Figure 1. Sequential cells coloured by netlist name.
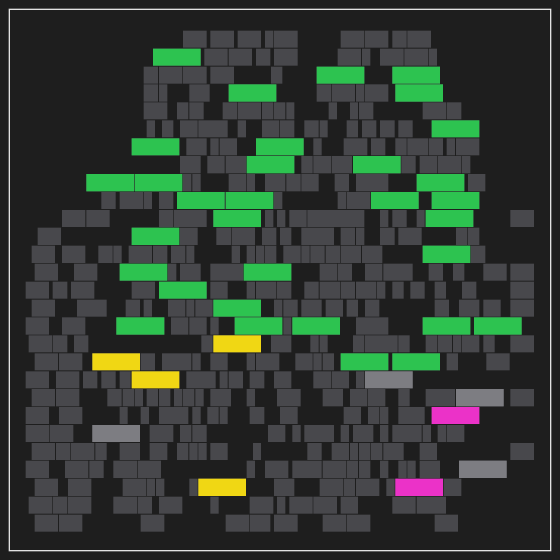
Figure 2. Cell sizes after repair.
The bar under the picture is 20 um long.
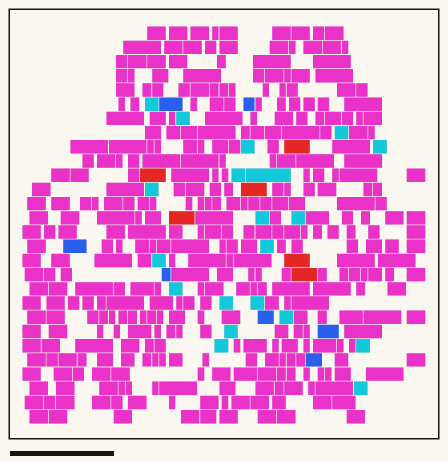
===== src/rtl/execution_controller.sv =====
// ============================================================================
// execution_controller : run/step sequencer and HALT drain for the MIPS pipe
// Rev 1.0
// ============================================================================
`default_nettype none

module execution_controller #(
  parameter int                N_BITS        = 32,
  parameter int                N_BITS_CYCLES = 32,
  parameter logic [N_BITS-1:0] HALT_WORD     = {N_BITS{1'b1}},
  parameter int                DRAIN_CYCLES  = 4
) (
  input  logic                     i_clk,
  input  logic                     i_reset,
  input  logic                     i_cmd_valid,
  input  logic [1:0]               i_cmd,
  output logic                     o_cmd_ready,
  input  logic                     i_instr_valid,
  input  logic [N_BITS-1:0]        i_instruccion,
  output logic                     o_pipe_enable,
  output logic                     o_fetch_enable,
  output logic                     o_pipe_reset,
  output logic                     o_busy,
  output logic                     o_done,
  output logic                     o_aborted,
  output logic                     o_dump_req,
  output logic [N_BITS_CYCLES-1:0] o_cycle_count,
  output logic [1:0]               o_state
);

  localparam logic [1:0] c_ST_IDLE = 2'b00;
  localparam logic [1:0] c_ST_RUN  = 2'b01;
  localparam logic [1:0] c_ST_STEP = 2'b10;
  localparam logic [1:0] c_ST_DONE = 2'b11;

  localparam logic [1:0] c_CMD_RUN   = 2'b01;
  localparam logic [1:0] c_CMD_STEP  = 2'b10;
  localparam logic [1:0] c_CMD_ABORT = 2'b11;

  localparam logic [3:0] c_DRAIN_INIT = 4'(DRAIN_CYCLES);

  logic [1:0]               state_q, state_d;
  logic                     halt_seen_q, halt_seen_d;
  logic [3:0]               drain_cnt_q, drain_cnt_d;
  logic [N_BITS_CYCLES-1:0] count_q, count_d;
  logic                     aborted_q, aborted_d;
  logic                     dump_req_q, dump_req_d;
  logic                     pipe_reset_q, pipe_reset_d;

  logic w_enable;
  logic w_cmd_fire;
  logic w_drain_done;

  assign w_enable   = (state_q == c_ST_RUN) || (state_q == c_ST_STEP);
  assign w_cmd_fire = i_cmd_valid && o_cmd_ready;

  always_comb begin
    state_d      = state_q;
    halt_seen_d  = halt_seen_q;
    drain_cnt_d  = drain_cnt_q;
    count_d      = count_q;
    aborted_d    = aborted_q;
    pipe_reset_d = 1'b0;
    w_drain_done = 1'b0;

    if (w_enable) begin
      if (count_q != {N_BITS_CYCLES{1'b1}}) begin
        count_d = count_q + 1'b1;
      end
      if (halt_seen_q) begin
        if (drain_cnt_q == 4'd1) begin
          w_drain_done = 1'b1;
          drain_cnt_d  = 4'd0;
        end else if (drain_cnt_q != 4'd0) begin
          drain_cnt_d = drain_cnt_q - 4'd1;
        end
      end else if (i_instr_valid && (i_instruccion == HALT_WORD)) begin
        halt_seen_d = 1'b1;
        drain_cnt_d = c_DRAIN_INIT;
      end
    end

    case (state_q)
      c_ST_IDLE: begin
        if (w_cmd_fire && (i_cmd == c_CMD_RUN)) begin
          state_d = c_ST_RUN;
        end else if (w_cmd_fire && (i_cmd == c_CMD_STEP)) begin
          state_d = c_ST_STEP;
        end
      end
      c_ST_RUN: begin
        // An abort outranks a drain completing in the same cycle
        if (w_cmd_fire && (i_cmd == c_CMD_ABORT)) begin
          state_d   = c_ST_DONE;
          aborted_d = 1'b1;
        end else if (w_drain_done) begin
          state_d   = c_ST_DONE;
          aborted_d = 1'b0;
        end
      end
      c_ST_STEP: begin
        state_d = w_drain_done ? c_ST_DONE : c_ST_IDLE;
      end
      default: begin
        if (w_cmd_fire && (i_cmd == c_CMD_ABORT)) begin
          state_d      = c_ST_IDLE;
          halt_seen_d  = 1'b0;
          drain_cnt_d  = 4'd0;
          count_d      = '0;
          aborted_d    = 1'b0;
          pipe_reset_d = 1'b1;
        end
      end
    endcase

    // A step that completes the drain produces a single dump pulse, not two
    dump_req_d = (state_q == c_ST_STEP) ||
                 ((state_d == c_ST_DONE) && (state_q != c_ST_DONE));
  end

  always_ff @(posedge i_clk) begin
    if (i_reset) begin
      state_q      <= c_ST_IDLE;
      halt_seen_q  <= 1'b0;
      drain_cnt_q  <= 4'd0;
      count_q      <= '0;
      aborted_q    <= 1'b0;
      dump_req_q   <= 1'b0;
      pipe_reset_q <= 1'b0;
    end else begin
      state_q      <= state_d;
      halt_seen_q  <= halt_seen_d;
      drain_cnt_q  <= drain_cnt_d;
      count_q      <= count_d;
      aborted_q    <= aborted_d;
      dump_req_q   <= dump_req_d;
      pipe_reset_q <= pipe_reset_d;
    end
  end

  assign o_pipe_enable  = w_enable;
  assign o_fetch_enable = w_enable && !halt_seen_q;
  assign o_busy         = w_enable;
  assign o_done         = (state_q == c_ST_DONE);
  assign o_cmd_ready    = (state_q != c_ST_STEP);
  assign o_aborted      = aborted_q;
  assign o_dump_req     = dump_req_q;
  assign o_pipe_reset   = pipe_reset_q;
  assign o_cycle_count  = count_q;
  assign o_state        = state_q;

endmodule

`default_nettype wire


===== config.mk =====
export PLATFORM = sky130hd
export DESIGN_NAME = execution_controller
export DESIGN_NICKNAME = d
export VERILOG_FILES = /design/src/rtl/execution_controller.sv
export SDC_FILE = /design/constraint.sdc
export NUM_CORES = 1
export LEC_CHECK = 0
export CORE_MARGIN = 2
export CORE_UTILIZATION = 40
export DETAILED_ROUTE_END_ITERATION = 10
export MAX_ROUTING_LAYER = met4
export PLACE_DENSITY = 0.72
export SLEW_MARGIN = 0
export SYNTH_ARGS = -nofsm -noshare
export SYNTH_HDL_FRONTEND = slang
export SYNTH_SLANG_ARGS = --single-unit

===== constraint.sdc =====
create_clock -name i_clk -period 2.4 [get_ports i_clk]
set_clock_uncertainty 0.2 [all_clocks]
set_input_delay 0.48 -clock i_clk [delete_from_list [all_inputs] [get_ports i_clk]]
set_output_delay 0.48 -clock i_clk [all_outputs]
set_load 0.01 [all_outputs]

==> highlights.md <==
## Synth
- **number of warning messages in the yosys log** 0
- **fraction of the mapped netlist area in compound gates** 0.119
- **Mapped Cells** 301
- **floorplan net count** 348
- **Cell variety after synth** 44
- **main kind of combinational logic by area** simple AND/OR/NAND/NOR gates

## Critical path
- **depth of the worst register-to-register path** 5
- **worst path arrival time** 1590 ps
- **crit path cell chain** buf_4, ha_1, inv_1, clkdlybuf4s50_1
- **critical path launch point** o_state[1]$_SDFF_PP0_
- **largest incremental delay on the critical path** 520 ps

## Clock tree
- **CTS hold repair buffers** 0
- **insertion delay at the late pin of the worst-skew pair** 290 ps
- **cells resized by post-CTS repair** 3
- **TritonCTS clock tree** done

## Detailed routing
- **DRT antenna net count** 0
- **detail-routed net length per standard cell** 13.4 um
- **drt drc** 0
- **Detailed Route Iter0 Violations** 163

## Power
- **total chip power** 1780 uW

## Final timing
- **final setup slack of the worst path** 126 ps
- **RSZ-0062 raised after global routing** no
- **final hold violations** 0
- **number of setup violations in the final report** 0

## Global route
- **global-route usage over all layers** 0.199
- **number of global-route vias before repair** 2215

## Run status
- **result of the run** finished clean

## Die
- **overall die area** 6720 um^2

## Job
- **Maximum Capacitance Violations** 0

## Hold path
- **startpoint of the lowest-slack hold path** drain_cnt_q[1]$_SDFF_PP0_

## Layout
- **layout clock buffer count** 7
- **fraction of layout cells with a size suffix above 1** 0.0838

-- Figure 1 (at the start) --
[magenta] o_state | sequential cells: 2
[yellow] drain_cnt_q | sequential cells: 4
[green] o_cycle_count | sequential cells: 32
not coloured: 4
Flop area: 841 um^2
sequential cell area share: 0.241

-- Figure 2 (at the start) --
[blue] _2 cells | cells: 7
[red] _6 and larger | cells: 6
[magenta] _0 and _1 cells | cells: 361
[cyan] _3 and _4 cells | cells: 20

## synth_stat cells, types with 2 or more instances
master,n,area share
sky130_fd_sc_hd__and2_1,3,0.0077
sky130_fd_sc_hd__nand2_1,38,0.059
sky130_fd_sc_hd__nor3b_1,2,0.0062
sky130_fd_sc_hd__or3_1,3,0.0077
sky130_fd_sc_hd__a21oi_1,11,0.023
sky130_fd_sc_hd__o211ai_1,4,0.012
sky130_fd_sc_hd__and4_1,7,0.025
sky130_fd_sc_hd__nor4_1,3,0.0077
sky130_fd_sc_hd__dfxtp_1,42,0.35
sky130_fd_sc_hd__nor2_1,27,0.042
sky130_fd_sc_hd__and4b_1,2,0.0082
sky130_fd_sc_hd__mux2i_1,16,0.066
sky130_fd_sc_hd__a31oi_1,6,0.015
sky130_fd_sc_hd__nand2b_1,16,0.041
sky130_fd_sc_hd__nor3_1,6,0.012
sky130_fd_sc_hd__nand3b_1,2,0.0062
sky130_fd_sc_hd__nand3_1,13,0.027
sky130_fd_sc_hd__nand4_1,23,0.059
sky130_fd_sc_hd__and3_1,5,0.013
sky130_fd_sc_hd__clkbuf_1,6,0.0093
sky130_fd_sc_hd__ha_1,9,0.046
sky130_fd_sc_hd__xnor2_1,7,0.025
sky130_fd_sc_hd__o21ai_0,9,0.019
sky130_fd_sc_hd__or4_1,4,0.012
sky130_fd_sc_hd__a211oi_1,4,0.012
sky130_fd_sc_hd__buf_2,6,0.012
sky130_fd_sc_hd__inv_1,10,0.015
## power by group
part / switching (uW) / total (uW) / internal (uW)
combinational: 279 / 565 / 285
clock: 234 / 466 / 232
sequential: 27.3 / 753 / 725
total: 540 / 1780 / 1240
## registers in the layout (all words and copies together), names as in the netlist
signal         count
o_cycle_count     32
drain_cnt_q        4
o_state            2
halt_seen_q        1
o_aborted          1
o_dump_req         1
o_pipe_reset       1
Power figures rest on the tool's default switching activity, not on a simulated workload.
